**config.mk**
```make
export PLATFORM = sky130hd
export DESIGN_NAME = seq_restoring_div_16_8
export DESIGN_NICKNAME = d
export VERILOG_FILES = /design/src/rtl/seq_restoring_div_16_8.sv
export SDC_FILE = /design/constraint.sdc
export NUM_CORES = 1
export LEC_CHECK = 0
export ABC_AREA = 1
export ABC_CLOCK_PERIOD_IN_PS = 5000
export CORE_UTILIZATION = 57
export DETAILED_ROUTE_END_ITERATION = 7
export HOLD_SLACK_MARGIN = 0.03
export PLACE_DENSITY = 0.82
export SKIP_CTS_REPAIR_TIMING = 1
export SLEW_MARGIN = 20
export SYNTH_ARGS = -nofsm -noshare
export SYNTH_HDL_FRONTEND = slang
export SYNTH_SLANG_ARGS = --single-unit
```
**constraint.sdc**
```tcl
create_clock -name clk -period 5 [get_ports clk]
set_clock_uncertainty 0.1 [all_clocks]
set_input_delay 0.5 -clock clk [delete_from_list [all_inputs] [get_ports clk]]
set_output_delay 0.5 -clock clk [all_outputs]
set_load 0.01 [all_outputs]
```
**src/rtl/seq_restoring_div_16_8.sv**
```systemverilog
// Sequential unsigned restoring divider: 2N-bit dividend / N-bit divisor, one quotient bit per cycle.
// Define DIV_APPROX_EN to skip the APPROX_BITS least-significant iterations (bounded-error approximate mode).
module seq_restoring_div_16_8 #(
  parameter int N           = 8,
  parameter int APPROX_BITS = 2
) (
  input  logic           clk,
  input  logic           rst,
  input  logic           in_valid,
  output logic           in_ready,
  input  logic [2*N-1:0] dividend,
  input  logic [N-1:0]   divisor,
  output logic           out_valid,
  input  logic           out_ready,
  output logic [2*N-1:0] quotient,
  output logic [N-1:0]   remainder,
  output logic           div_by_zero
);

`ifdef DIV_APPROX_EN
  localparam int SKIP = APPROX_BITS;
`else
  localparam int SKIP = 0;
`endif
  localparam int ITER = 2*N - SKIP;
  localparam int CW   = $clog2(2*N);

  if (APPROX_BITS < 1 || APPROX_BITS > 2*N-1) begin : g_bad_approx_bits
    $error("APPROX_BITS must lie in 1..2N-1");
  end

  typedef enum logic [1:0] {IDLE, RUN, DONE} state_e;

  state_e         state_q, state_d;
  logic [CW-1:0]  cnt_q, cnt_d;
  logic [2*N-1:0] dvd_q, dvd_d;
  logic [2*N-1:0] quo_q, quo_d;
  logic [N-1:0]   dsr_q, dsr_d;
  logic [N-1:0]   rem_q, rem_d;
  logic           dbz_q, dbz_d;

  logic [N:0]     trial;
  logic           qBit;
  logic [2*N-1:0] quoShift;

  // The partial remainder stays below the divisor, so N bits hold it; only the trial needs N+1.
  always_comb begin
    trial    = {rem_q, dvd_q[2*N-1]};
    qBit     = (trial >= {1'b0, dsr_q});
    quoShift = {quo_q[2*N-2:0], qBit};
  end

  always_comb begin
    state_d = state_q;
    cnt_d   = cnt_q;
    dvd_d   = dvd_q;
    quo_d   = quo_q;
    dsr_d   = dsr_q;
    rem_d   = rem_q;
    dbz_d   = dbz_q;
    case (state_q)
      IDLE: begin
        if (in_valid && in_ready) begin
          dvd_d   = dividend;
          dsr_d   = divisor;
          state_d = RUN;
          if (divisor == '0) begin
            // A zero divisor spends a single RUN cycle with the result already loaded.
            quo_d = '1;
            rem_d = dividend[N-1:0];
            dbz_d = 1'b1;
            cnt_d = '0;
          end else begin
            quo_d = '0;
            rem_d = '0;
            dbz_d = 1'b0;
            cnt_d = CW'(ITER - 1);
          end
        end
      end
      RUN: begin
        if (!dbz_q) begin
          rem_d = qBit ? (trial[N-1:0] - dsr_q) : trial[N-1:0];
          dvd_d = dvd_q << 1;
          quo_d = (cnt_q == '0) ? (quoShift << SKIP) : quoShift;
        end
        if (cnt_q == '0) begin
          state_d = DONE;
        end else begin
          cnt_d = cnt_q - 1'b1;
        end
      end
      DONE: begin
        if (out_ready) begin
          state_d = IDLE;
        end
      end
      default: state_d = IDLE;
    endcase
  end

  always_ff @(posedge clk or posedge rst) begin
    if (rst) begin
      state_q <= IDLE;
      cnt_q   <= '0;
      dvd_q   <= '0;
      quo_q   <= '0;
      dsr_q   <= '0;
      rem_q   <= '0;
      dbz_q   <= 1'b0;
    end else begin
      state_q <= state_d;
      cnt_q   <= cnt_d;
      dvd_q   <= dvd_d;
      quo_q   <= quo_d;
      dsr_q   <= dsr_d;
      rem_q   <= rem_d;
      dbz_q   <= dbz_d;
    end
  end

  assign in_ready    = (state_q == IDLE) && !rst;
  assign out_valid   = (state_q == DONE);
  assign quotient    = quo_q;
  assign remainder   = rem_q;
  assign div_by_zero = dbz_q;

endmodule
```
### Signal wires by layer, run 1

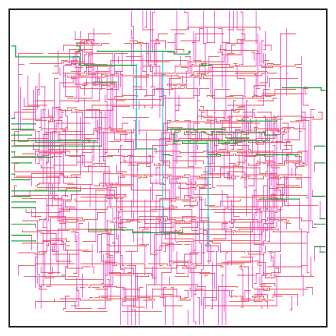
Key: metal 4 = cyan [wire length 89.1 um]; metal 1 = red [wire length 3170 um]; metal 3 = green [wire length 366 um]; metal 2 = magenta [wire length 3200 um]

### Placement by cell class, run 1

Fill, decap, tap and diode cells in grey.
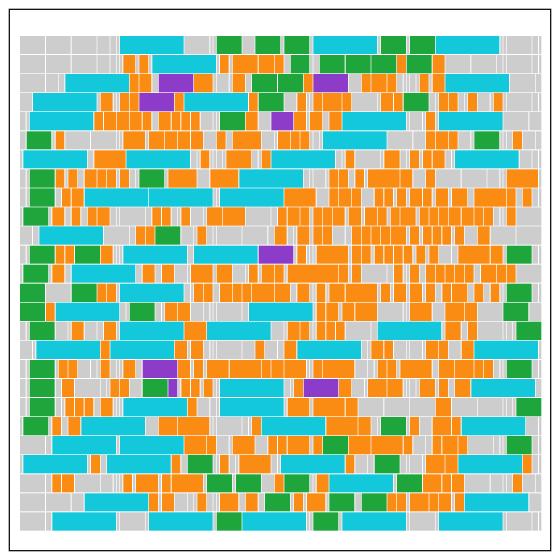
Key: other buffers and delay cells = green [cells 55]; flops = cyan [cells 55]; clock drivers and dummy loads = purple [cells 8]; combinational and other logic = orange [cells 333]

### Ports around the boundary, run 1

Pins as bars across the die edge, other pins in grey.
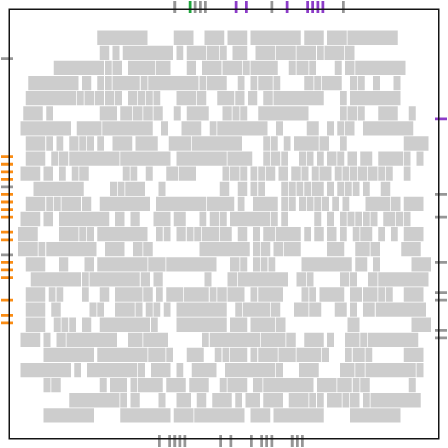
Key: `divisor` = purple [pins 8, direction input, edge 7 north, 1 east]; `quotient` = orange [pins 16, direction output, edge west]; `in_valid` = green [pins 1, direction input, edge north]
All pins by edge: 19 west, 14 north, 14 south, 8 east.

### Cell placement, run 1

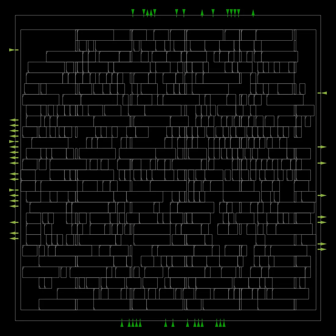
Non-Filler Instances: 521
Seq/total area: 0.360
placement row count: 26
tap cells: 70

==> results.py, run 1 <==
# Physical implementation metrics
metrics = {
    "synthesis": {
        "synth_nets": 444,
        "top_cells_by_count": "nand2_1 (106), inv_1 (61), dfrtp_1 (55), o21ai_0 (36), nand3_1 (31)",
        "topCellsByArea": "dfrtp_1 (43%), nand2_1 (12%), inv_1 (7.1%)",
        "ys_cells": 406,
        "syn_area_per_cell_sq_um": 7.91,
        "edf_count": 0,
        "synth-async-reset-ratio": 1.00,
        "yosys_area_sq_mm": 0.00321,
        "ys_warn_count": 0,
        "ys.flops": 55,
        "flop_cell": "dfrtp_1",
        "most_common_cell": "nand2_1",
        "synth_cell_type_count": 39,
        "synthCells": 406,
        "yosysTopAreaCellShare": 0.428,
        "top_area_cell": "dfrtp_1",
    },
    "clock_network": {
        "cts_sinks": 55,
        "cts.path.max_buffers": 2,
        "clk_pin_slew_ns": 0.10,
        "clock-root-buffer": "clkbuf_8",
        "numCtsBuffers": 5,
        "cts_tree": "done",
        "cts_max_level": 2,
        "clk_latency_ns": 0.31,
    },
    "critical_path": {
        "cp.required_ns": 5.12,
        "cp.arrival_ns": 3.01,
        "cp_slowest_cell": "nor2_4",
        "crit_path_end_kind": "flip-flop",
        "crit_chain": "inv_1, nor2_4, inv_1, nand3_1, nand2_1, nand3b_1, nand2_1, inv_1",
        "crit_fanout": 46,
        "start_kind": "flip-flop",
        "critPathMaxStageDelay_ns": 0.80,
        "path_delay_family": "simple AND/OR/NAND/NOR gates",
        "cpMostUsedCell": "inv_1",
        "critPathKind": "reg2reg",
    },
    "layout": {
        "final.fill_count": 433,
        "area_delta_synth_final_pct": 19.0,
        "drive_gt1_frac": 0.0865,
        "antennaDiodeCount": 0,
        "layout.nets": 488,
    },
    "power_and_ir_drop": {
        "power.switching_mw": 1.24,
        "power_density_mw_per_mm2": 690,
        "p_int_mw": 1.40,
        "power_frac_seq": 0.294,
        "ir_worst_vdd_uv": 321,
        "p_clk_frac": 0.098,
        "switching_share": 0.471,
        "power.leakage_nw": 1.88,
        "total_power_mw": 2.64,
        "pwr-share-comb": 0.608,
    },
    "routing": {
        "ant_nets": 0,
        "dr_wl_met3_um": 366,
        "wl_met2_um": 3200,
        "m1WireLength_um": 3170,
        "avgViaCountPerCell": 5.23,
        "drt_wl_total_um": 6830,
        "vias": 2727,
        "dr.first_iter.drc_count": 119,
        "top_layer_used": "met4",
        "wire_per_inst_um": 13.1,
        "drcViolationCount": 0,
    },
    "floorplanning": {
        "chipArea_sq_mm": 0.00594,
        "core-area_sq_mm": 0.00527,
        "ios": 55,
        "die_x_um": 77.1,
        "fp_util": 0.610,
        "die_h_um": 77.1,
    },
    "sta": {
        "fin_setup_tns_ns": 0,
        "timing.final.crit_share": 0.578,
        "slew_viol_final": 0,
        "worst_slew_pin_slew_ns": 1.05,
        "finalSetupViolCount": 0,
        "period_minus_slack_ns": 2.89,
        "slew-limit-headroom": 0.299,
        "rsz0062_at_grt": "no",
    },
    "placed_design": {
        "place_congestion": 0.904,
        "hpwl_um": 4820,
        "portBuffers": 54,
        "place_inst": 513,
    },
    "run": {
        "warning_count": 26,
        "maxCapViolCount": 0,
    },
    "global_routing": {
        "grt-ovfl-total": 0,
        "grt_max_degree": 56,
        "gr-usage-all-layers": 0.255,
        "grt_pass1_wl_um": 12100,
        "antenna_found_initial": 0,
    },
    "outcome": {
        "outcome": "finished clean",
    },
    "hold_path": {
        "min_path_type": "reg2reg",
    },
}
==> run 1: sequential cells by signal, indices dropped and copies added (netlist names) <==
| signal | count |
|---|---|
| state_q | 2 |
| quotient | 16 |
| dvd_q | 16 |
| div_by_zero | 1 |
| dsr_q | 8 |
| cnt_q | 4 |
| remainder | 8 |
==> run 1: layout make-up <==
type                            count  area [sq um]  share of cell area
Clock buffer                        7          86.3              0.0226
Multi-Input combinational cell    271          1490               0.388
Tap cell                           70          87.6              0.0229
Sequential cell                    55          1380               0.360
Inverter                           62           233              0.0608
Timing Repair Buffer               55           548               0.143
Clock inverter                      1          8.76             0.00229
==> run 1: layer usage <==
| metal | global-route usage | vias to the layer above |
|---|---|---|
| met5 | 0 | - |
| met4 | 0.0585 | 0 |
| met3 | 0.0607 | 7 |
| met2 | 0.418 | 65 |
| met1 | 0.342 | 1261 |
| li1 | - | 1394 |
==> run 1: worst paths after layout <==
check | startpoint | to | slack, ns | depth (start not counted)
setup / recovery | state_q[0] | remainder[6] | 2.11 | 8
hold / removal | quotient[15] | quotient[15] | 0.39 | 2
setup reg to reg | state_q[0] | remainder[6] | 2.11 | 8
hold reg to reg | quotient[15] | quotient[15] | 0.39 | 2
max in group asynchronous | rst | dvd_q[10] | 3.72 | 3
min in group asynchronous | rst | div_by_zero | 0.63 | 3
==> run 1: worst min-delay path: stages (launching register included) <==
cell     delay, ns
dfrtp_1       0.36
nand2_1       0.05
nand2_1       0.05
==> run 1: cell families (layout without fill, tap and decap cells) <==
logic type / after synthesis / after routing / synth area share
adders and majority gates: 10 / 10 / 0.0413
DFF: 55 / 55 / 0.428
and+or+nand+nor: 182 / 182 / 0.255
AOI/OAI and AO/OA: 76 / 76 / 0.158
buffers and inverters: 80 / 125 / 0.109
xor gates and xnor gates: 3 / 3 / 0.00818
==> run 1: placed cells by master, fill, tap and decap left out, types with 3 or more instances in the layout <==
cell type and count:
o211ai_1 6, clkdlybuf4s50_1 54, nand3_1 31, o21ai_2 8
clkbuf_8 6, dfrtp_1 55, inv_1 60, o21ai_0 36
nand2_1 106, nand4_1 8, a21oi_2 3, nand3b_1 4
a21oi_1 10, o211ai_2 8, ha_1 9, nor2_1 17
or2_1 4
==> run 1: power groups by stage <==
stage	sequential (mW)	combinational [mW]	clock, mW
after floorplan	0.783	1.24	0
after global placement	0.778	1.55	0
after detailed placement	0.784	1.59	0
after CTS	0.776	1.61	0.268
after global routing	0.803	1.84	0.285
final	0.776	1.60	0.260
==> run 1: stage by stage <==
| step | setup slack (ns) | utilization | hold slack [ns] | area (sq um) |
|---|---|---|---|---|
| 6_report | 2.11 | 0.726 | 0.391 | 3820 |
| 3_3_place_gp | 2.16 | 0.708 | 0.369 | 3730 |
| 3_5_place_dp | 2.07 | 0.708 | 0.365 | 3730 |
| 2_1_floorplan | 3.06 | - | 0.353 | 3210 |
| 5_1_grt | 1.79 | 0.726 | 0.450 | 3820 |
| 4_1_cts | 2.13 | 0.726 | 0.392 | 3820 |
### Routed clock nets over the placement, run 1

The bar under the picture is 20 um long.
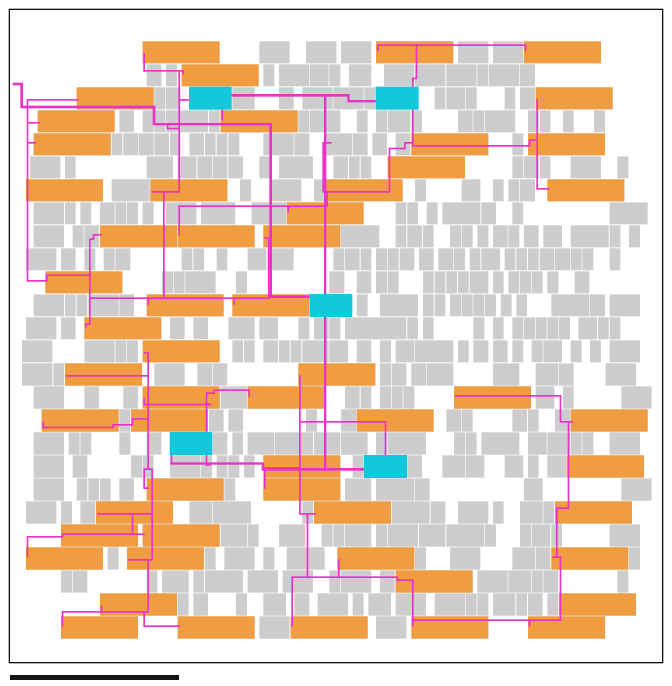

==> run 2: changes to the inputs <==
ABC_CLOCK_PERIOD_IN_PS = 2700   (was 5000)
CORE_UTILIZATION = 53   (was 57)
PLACE_DENSITY = 0.77   (was 0.82)
clock period = 2.7 ns   (was 5 ns; I/O delays follow)
### Routed clock nets over the placement, run 2

The bar under the picture is 20 um long.
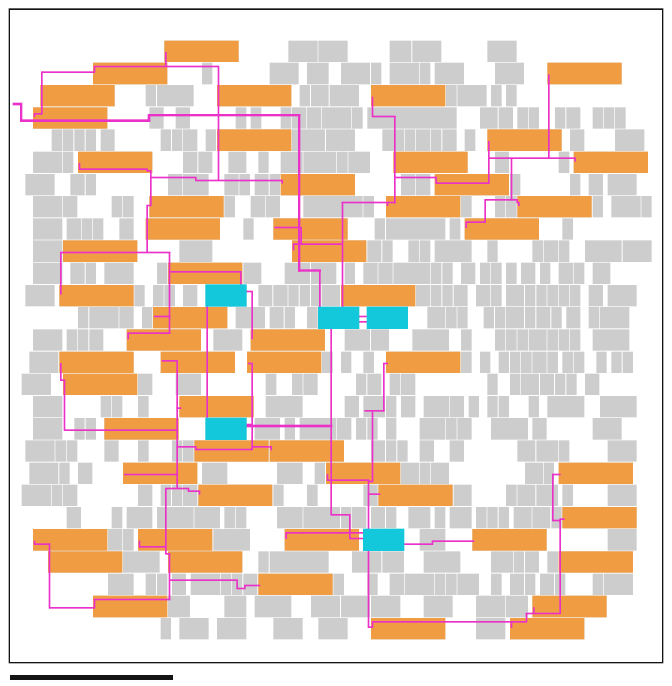
Key: clock wires = magenta [length 622 um]; flip-flops = orange [count 55]; clock drivers = cyan [count 5]
Position of the flops: widely spread. There are 6 routed clock nets.

==> run 2 against run 1 <==
  * Core utilization is 4.0 points lower
  * Maximum frequency is 32% higher
  * Routed wire length is 1.4% higher
  * Combinational power is 91% higher
  * Via count is 3.3% higher
  * Worst setup slack worse by 1.6 ns
  * Die area is 7.3% higher
  * Sequential power is 84% higher
  * Cell area is 1.8% higher
  * Synthesized area stayed put
  * Critical endpoint is now remainder[2]
  * Register-to-register slack worse by 1.6 ns
==> results.py, run 2 <==
# Physical implementation metrics
metrics = {
    "floorplanning": {
        "die_h_um": 79.9,
        "ios": 55,
        "chipArea_sq_mm": 0.00638,
        "die_x_um": 79.9,
        "fp_util": 0.566,
        "rows": 27,
        "core-area_sq_mm": 0.00568,
    },
    "synthesis": {
        "yosysTopAreaCellShare": 0.428,
        "synth-async-reset-ratio": 1.00,
        "edf_count": 0,
        "top_cells_by_count": "nand2_1 (106), inv_1 (61), dfrtp_1 (55), o21ai_0 (36), nand3_1 (31)",
        "synthCells": 406,
        "top_area_cell": "dfrtp_1",
        "ys_warn_count": 0,
        "ys.flops": 55,
        "yosys_area_sq_mm": 0.00321,
        "most_common_cell": "nand2_1",
        "synth_cell_type_count": 39,
        "ys_seq_frac": 0.428,
        "syn_area_per_cell_sq_um": 7.91,
        "topCellsByArea": "dfrtp_1 (43%), nand2_1 (12%), inv_1 (7.1%)",
        "synth_nets": 444,
        "synthesis.area_sq_mm": 0.00321,
        "flop_cell": "dfrtp_1",
        "ys_cells": 406,
    },
    "sta": {
        "worst_slew_pin_slew_ns": 0.841,
        "fin_setup_tns_ns": 0,
        "rsz0062_at_grt": "no",
        "slew_viol_final": 0,
        "timing.final.crit_share": 0.808,
        "period_minus_slack_ns": 2.18,
        "fin_hold_ws_ns": 0.280,
        "finalSetupViolCount": 0,
        "hold_violations": 0,
        "slew-limit-headroom": 0.439,
        "fmaxAchievable_mhz": 458,
    },
    "placed_design": {
        "hpwl_um": 4970,
        "place_congestion": 0.892,
        "portBuffers": 54,
    },
    "routing": {
        "wire_per_inst_um": 13.2,
        "dr.pass1.iters": 4,
        "avgViaCountPerCell": 5.36,
        "ant_nets": 0,
        "vias": 2818,
        "drt_wl_total_um": 6920,
        "drcViolationCount": 0,
        "dr.first_iter.drc_count": 136,
    },
    "clock_network": {
        "cts.path.max_buffers": 2,
        "cts_max_level": 2,
        "clock-root-buffer": "clkbuf_8",
        "numCtsBuffers": 5,
        "cts_sinks": 55,
        "cts_tree": "done",
        "clk_pin_slew_ns": 0.10,
        "clk_latency_ns": 0.30,
    },
    "layout": {
        "layout.nets": 492,
        "area_delta_synth_final_pct": 21.2,
        "drive_gt1_frac": 0.0947,
        "final_cell_mix": "nand2_1 (106), inv_1 (60), dfrtp_1 (55)",
        "antennaDiodeCount": 0,
        "layout_top_cell": "nand2_1",
    },
    "critical_path": {
        "start_kind": "flip-flop",
        "critPathLaunch": "remainder[3]",
        "cp-endpoint": "remainder[2]",
        "cp.required_ns": 2.80,
        "crit_fanout": 8,
        "ff2ff_setup_slack_ns": 0.52,
        "crit_path_end_kind": "flip-flop",
        "cp.arrival_ns": 2.28,
        "reg2reg_to": "remainder[2]",
        "critPathKind": "reg2reg",
        "rr_worst_depth": 10,
        "worstReg2RegStart": "remainder[3]",
    },
    "power_and_ir_drop": {
        "p_clk_frac": 0.106,
        "power.switching_mw": 2.32,
        "switching_share": 0.462,
        "p_int_mw": 2.70,
        "ir_worst_vdd_uv": 898,
        "pwr-share-comb": 0.608,
        "power_density_mw_per_mm2": 1290,
        "power_frac_seq": 0.286,
        "power.leakage_nw": 1.91,
    },
    "global_routing": {
        "antenna_found_initial": 0,
        "grt_pass1_wl_um": 11800,
        "grt-ovfl-total": 0,
        "grt_pass1_vias": 2587,
        "gr-usage-all-layers": 0.237,
        "grt_max_degree": 46,
    },
    "outcome": {
        "outcome": "finished clean",
    },
    "run": {
        "maxCapViolCount": 0,
        "warning_count": 26,
    },
    "hold_path": {
        "min_path_type": "in2async",
    },
}
### Signal wires by layer, run 2

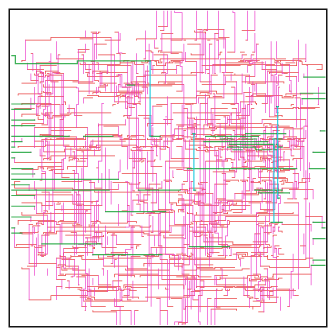
Key: metal 3 = green [wire length 412 um]; metal 4 = cyan [wire length 77.5 um]; metal 2 = magenta [wire length 3310 um]; metal 1 = red [wire length 3130 um]

==> run 2: worst min path at each step <==
stage / startpoint / endpoint / slack, ns / cells past startpoint
global placement: dsr_q[5] / dsr_q[5] / 0.37 / 2
global route: rst / state_q[1] / 0.30 / 2
detailed placement: quotient[15] / quotient[15] / 0.38 / 2
floorplan: dividend[0] / dvd_q[0] / 0.32 / 2
finish: rst / state_q[1] / 0.28 / 2
CTS: rst / state_q[1] / 0.29 / 2
==> run 2: power by group through the flow <==
| stage | registers [mW] | logic, mW | clock network (mW) |
|---|---|---|---|
| floorplan | 1.45 | 2.29 | 0 |
| global placement | 1.44 | 2.95 | 0 |
| detailed placement | 1.45 | 3.04 | 0 |
| CTS | 1.43 | 3.05 | 0.547 |
| global route | 1.48 | 3.44 | 0.589 |
| finish | 1.43 | 3.05 | 0.532 |
==> run 2: cells by family after synthesis <==
group,after synthesis,share of synthesized area
flip-flops,55,0.428
buffers and inverters,80,0.109
XOR/XNOR,3,0.00818
AND/OR/NAND/NOR,182,0.255
AND-OR/OR-AND,76,0.158
adder cells (fa/ha/maj),10,0.0413
==> run 2: final cells by class <==
class / count / area, sq um
multi-input combinational: 271 / 1490
sequential: 55 / 1380
timing repair buffer: 59 / 603
tap: 72 / 90.1
clock inverter: 2 / 37.5
clock buffer: 5 / 68.8
inverter: 62 / 233
fill: 499 / 1780
==> run 2: layer usage <==
metal,share of wire,up-vias,global-route usage
met1,0.45,1322,0.325
met5,0,-,0
met2,0.48,81,0.377
li1,-,1407,-
met4,0.011,0,0.0679
met3,0.059,8,0.0491
==> run 2: per-stage QoR <==
step / total power, mW / util / instances / area (sq um) / worst slack [ns]
finish: 5.01 / 0.686 / 526 / 3890 / 0.517
global placement: 4.39 / 0.667 / 519 / 3790 / 0.505
global route: 5.51 / 0.686 / 526 / 3890 / 0.328
floorplan: 3.74 / - / 406 / 3210 / 0.850
CTS: 5.04 / 0.686 / 526 / 3890 / 0.533
detailed placement: 4.49 / 0.667 / 519 / 3790 / 0.464
==> run 2: worst max-delay path: stages (launching register included) <==
cell	delay, ns
dfrtp_1	0.45
ha_1	0.38
nand2_1	0.11
nor2_1	0.15
nand2_1	0.09
nand3_1	0.09
nand3_1	0.29
nand3_1	0.22
nor2_1	0.06
nor2_1	0.09
nor2_1	0.05
### Placement by cell class, run 2

Fill, decap, tap and diode cells in grey.
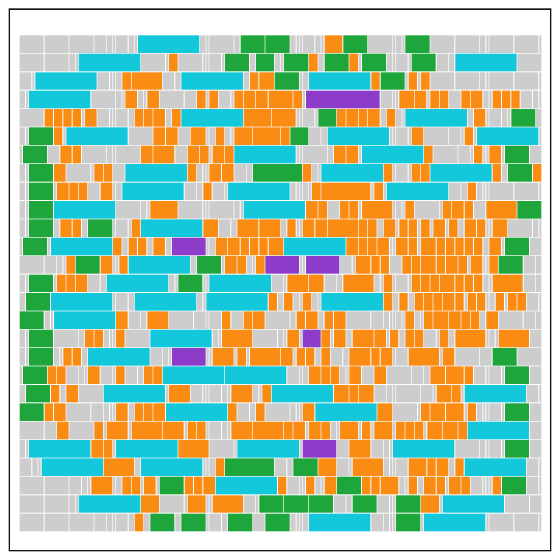

==> run 3: changes to the inputs <==
ABC_CLOCK_PERIOD_IN_PS = 2220   (was 2700)
clock period = 2.22 ns   (was 2.7 ns; I/O delays follow)
### Placement by cell class, run 3

Fill, decap, tap and diode cells in grey.
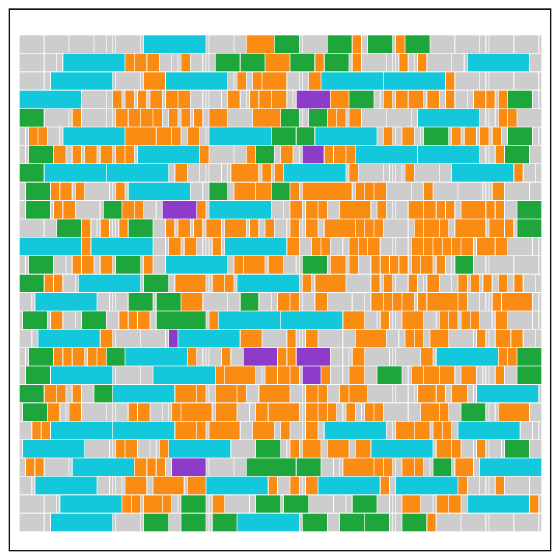
Key: clock drivers and dummy loads = purple [cells 8]; combinational and other logic = orange [cells 333]; flops = cyan [cells 55]; other buffers and delay cells = green [cells 68]

==> run 3 against run 2 <==
  * Core utilization increased by 0.99 points
  * Register-to-register slack lost 0.28 ns
  * Count of clock-buffer cells in the layout increased by 1
  * Synthesized cell count unchanged
  * Clock power increased by 6.6%
  * Critical path type unchanged
  * Critical endpoint unchanged
  * Largest power group unchanged
==> results.py, run 3 <==
# Physical implementation metrics
metrics = {
    "global_routing": {
        "grt-ovfl-total": 0,
        "grt_pass1_wl_um": 12400,
        "antenna_found_initial": 0,
    },
    "critical_path": {
        "cp_slowest_cell": "dfrtp_1",
        "ff2ff_setup_slack_ns": 0.24,
        "cpMostUsedCell": "nor2_1",
        "cp.arrival_ns": 2.09,
        "path_delay_family": "simple AND/OR/NAND/NOR gates",
        "crit_chain": "ha_1, nand2_1, nor2_1, nand2_1, nand3_1, nand3_2, nand3_1, nor2_1, nor2_1, nor2_1",
        "critPathKind": "reg2reg",
        "reg2reg_to": "remainder[2]",
        "start_kind": "flip-flop",
        "crit_cells": 10,
        "path_buffers": 0,
        "critPathMaxStageDelay_ns": 0.43,
        "cp.required_ns": 2.33,
        "worstReg2RegStart": "remainder[2]",
        "crit_path_end_kind": "flip-flop",
        "rr_worst_depth": 10,
    },
    "placed_design": {
        "portBuffers": 54,
        "place_ws_ns": 0.111,
        "place_area_sq_mm": 0.00385,
        "place_congestion": 0.887,
        "place_inst": 527,
    },
    "layout": {
        "antennaDiodeCount": 0,
        "final.fill_count": 468,
        "final_cell_mix": "nand2_1 (106), inv_1 (60), dfrtp_1 (55)",
        "drive_gt1_frac": 0.116,
        "area_delta_synth_final_pct": 22.9,
        "fin_area_sq_mm": 0.00395,
        "stdcell_count": 536,
        "layout.nets": 501,
        "layout_top_cell": "nand2_1",
    },
    "run": {
        "maxCapViolCount": 0,
        "warning_count": 26,
    },
    "floorplanning": {
        "die_x_um": 79.9,
        "ios": 55,
        "rows": 27,
        "fp_util": 0.566,
        "core-area_sq_mm": 0.00568,
        "chipArea_sq_mm": 0.00638,
    },
    "synthesis": {
        "syn_area_per_cell_sq_um": 7.91,
        "ys_seq_frac": 0.428,
        "synth_cell_type_count": 39,
        "most_common_cell": "nand2_1",
        "synthesis.area_sq_mm": 0.00321,
        "top_cells_by_count": "nand2_1 (106), inv_1 (61), dfrtp_1 (55), o21ai_0 (36), nand3_1 (31)",
        "synth-async-reset-ratio": 1.00,
        "yosys_area_sq_mm": 0.00321,
        "ys_cells": 406,
        "edf_count": 0,
        "ys_warn_count": 0,
        "flop_cell": "dfrtp_1",
        "topCellsByArea": "dfrtp_1 (43%), nand2_1 (12%), inv_1 (7.1%)",
    },
    "routing": {
        "dr.pass1.iters": 4,
        "vias": 2793,
        "avgViaCountPerCell": 5.21,
        "ant_nets": 0,
        "wire_per_inst_um": 13.5,
        "dr.first_iter.drc_count": 105,
        "drt_wl_total_um": 7230,
    },
    "power_and_ir_drop": {
        "power.leakage_nw": 1.94,
        "ir_worst_vdd_uv": 841,
        "power_density_mw_per_mm2": 1570,
    },
    "clock_network": {
        "clk_pin_slew_ns": 0.10,
        "cts_max_level": 2,
        "cts_sinks": 55,
        "cts_tree": "done",
        "clock-root-buffer": "clkbuf_8",
        "numCtsBuffers": 5,
    },
    "hold_path": {
        "min_path_type": "in2async",
    },
    "sta": {
        "hold_violations": 0,
        "period_minus_slack_ns": 1.98,
        "slew-limit-headroom": 0.605,
        "fin_setup_tns_ns": 0,
        "slew_viol_final": 0,
        "setup_slack_ns": 0.240,
        "finalSetupViolCount": 0,
        "worst_slew_pin_slew_ns": 0.592,
        "timing.final.crit_share": 0.892,
    },
    "outcome": {
        "outcome": "finished clean",
    },
}
### Routed clock nets over the placement, run 3

The bar under the picture is 20 um long.
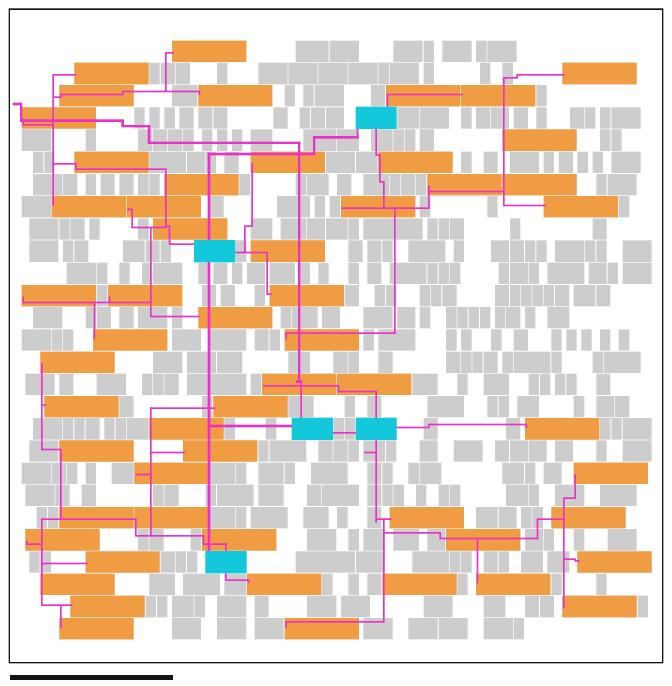
Key: clock wires = magenta [length 661 um]; clock drivers = cyan [count 5]; flip-flops = orange [count 55]
There are 6 routed clock nets.

run 3: routing by layer:
layer  GRT usage  wire (um)  up-vias
li1            -          -     1424
met5           0          0        -
met4      0.0786        101        0
met2       0.411       3410       67
met1       0.330       3310     1294
met3      0.0663        407        8
run 3: through the flow:
stage,utilization,hold WS [ns],power (mW)
detailed placement,0.678,0.377,5.60
floorplan,-,0.269,4.55
finish,0.696,0.154,6.19
CTS,0.694,0.160,6.20
global route,0.696,0.190,6.82
global placement,0.678,0.368,5.52
run 3: worst reg2reg max path, delay by kind of cell (launching register included):
kind	cells	cell delay, ns
fa+ha+maj	1	0.37
flops	1	0.43
simple gates	9	0.96
run 3: layout make-up:
cell class                 instances  area [sq um]  share of cell area
clock buffer                       6          72.6              0.0184
clock inverter                     2          16.3             0.00412
inverter                          62           233              0.0589
multi-input combinational        271          1490               0.378
sequential                        55          1380               0.348
tap                               72          90.1              0.0228
timing repair buffer              68           671               0.170
run 3: logic make-up (layout without fill, tap and decap cells):
logic type,count (synthesis),in the layout,synth area share
AOI/OAI and AO/OA,76,76,0.158
xor gates and xnor gates,3,3,0.00818
adders and majority gates,10,10,0.0413
buffers and inverters,80,138,0.109
DFF,55,55,0.428
and+or+nand+nor,182,182,0.255
run 3: worst max-delay path by stage:
stage | start | end | slack, ns
6_report | remainder[2] | remainder[2] | 0.24
5_1_grt | remainder[2] | remainder[2] | 0.004
4_1_cts | remainder[2] | remainder[2] | 0.1
3_5_place_dp | remainder[2] | remainder[2] | 0.11
3_3_place_gp | remainder[2] | remainder[2] | 0.19
2_1_floorplan | remainder[2] | remainder[2] | 0.37
run 3: where the power goes:
part | leakage, nW | internal (mW) | switching, mW | total [mW]
clock network | 0.0418 | 0.228 | 0.340 | 0.567
logic | 1.22 | 1.60 | 2.29 | 3.89
registers | 0.682 | 1.46 | 0.278 | 1.74
Power and IR drop assume default switching activity.
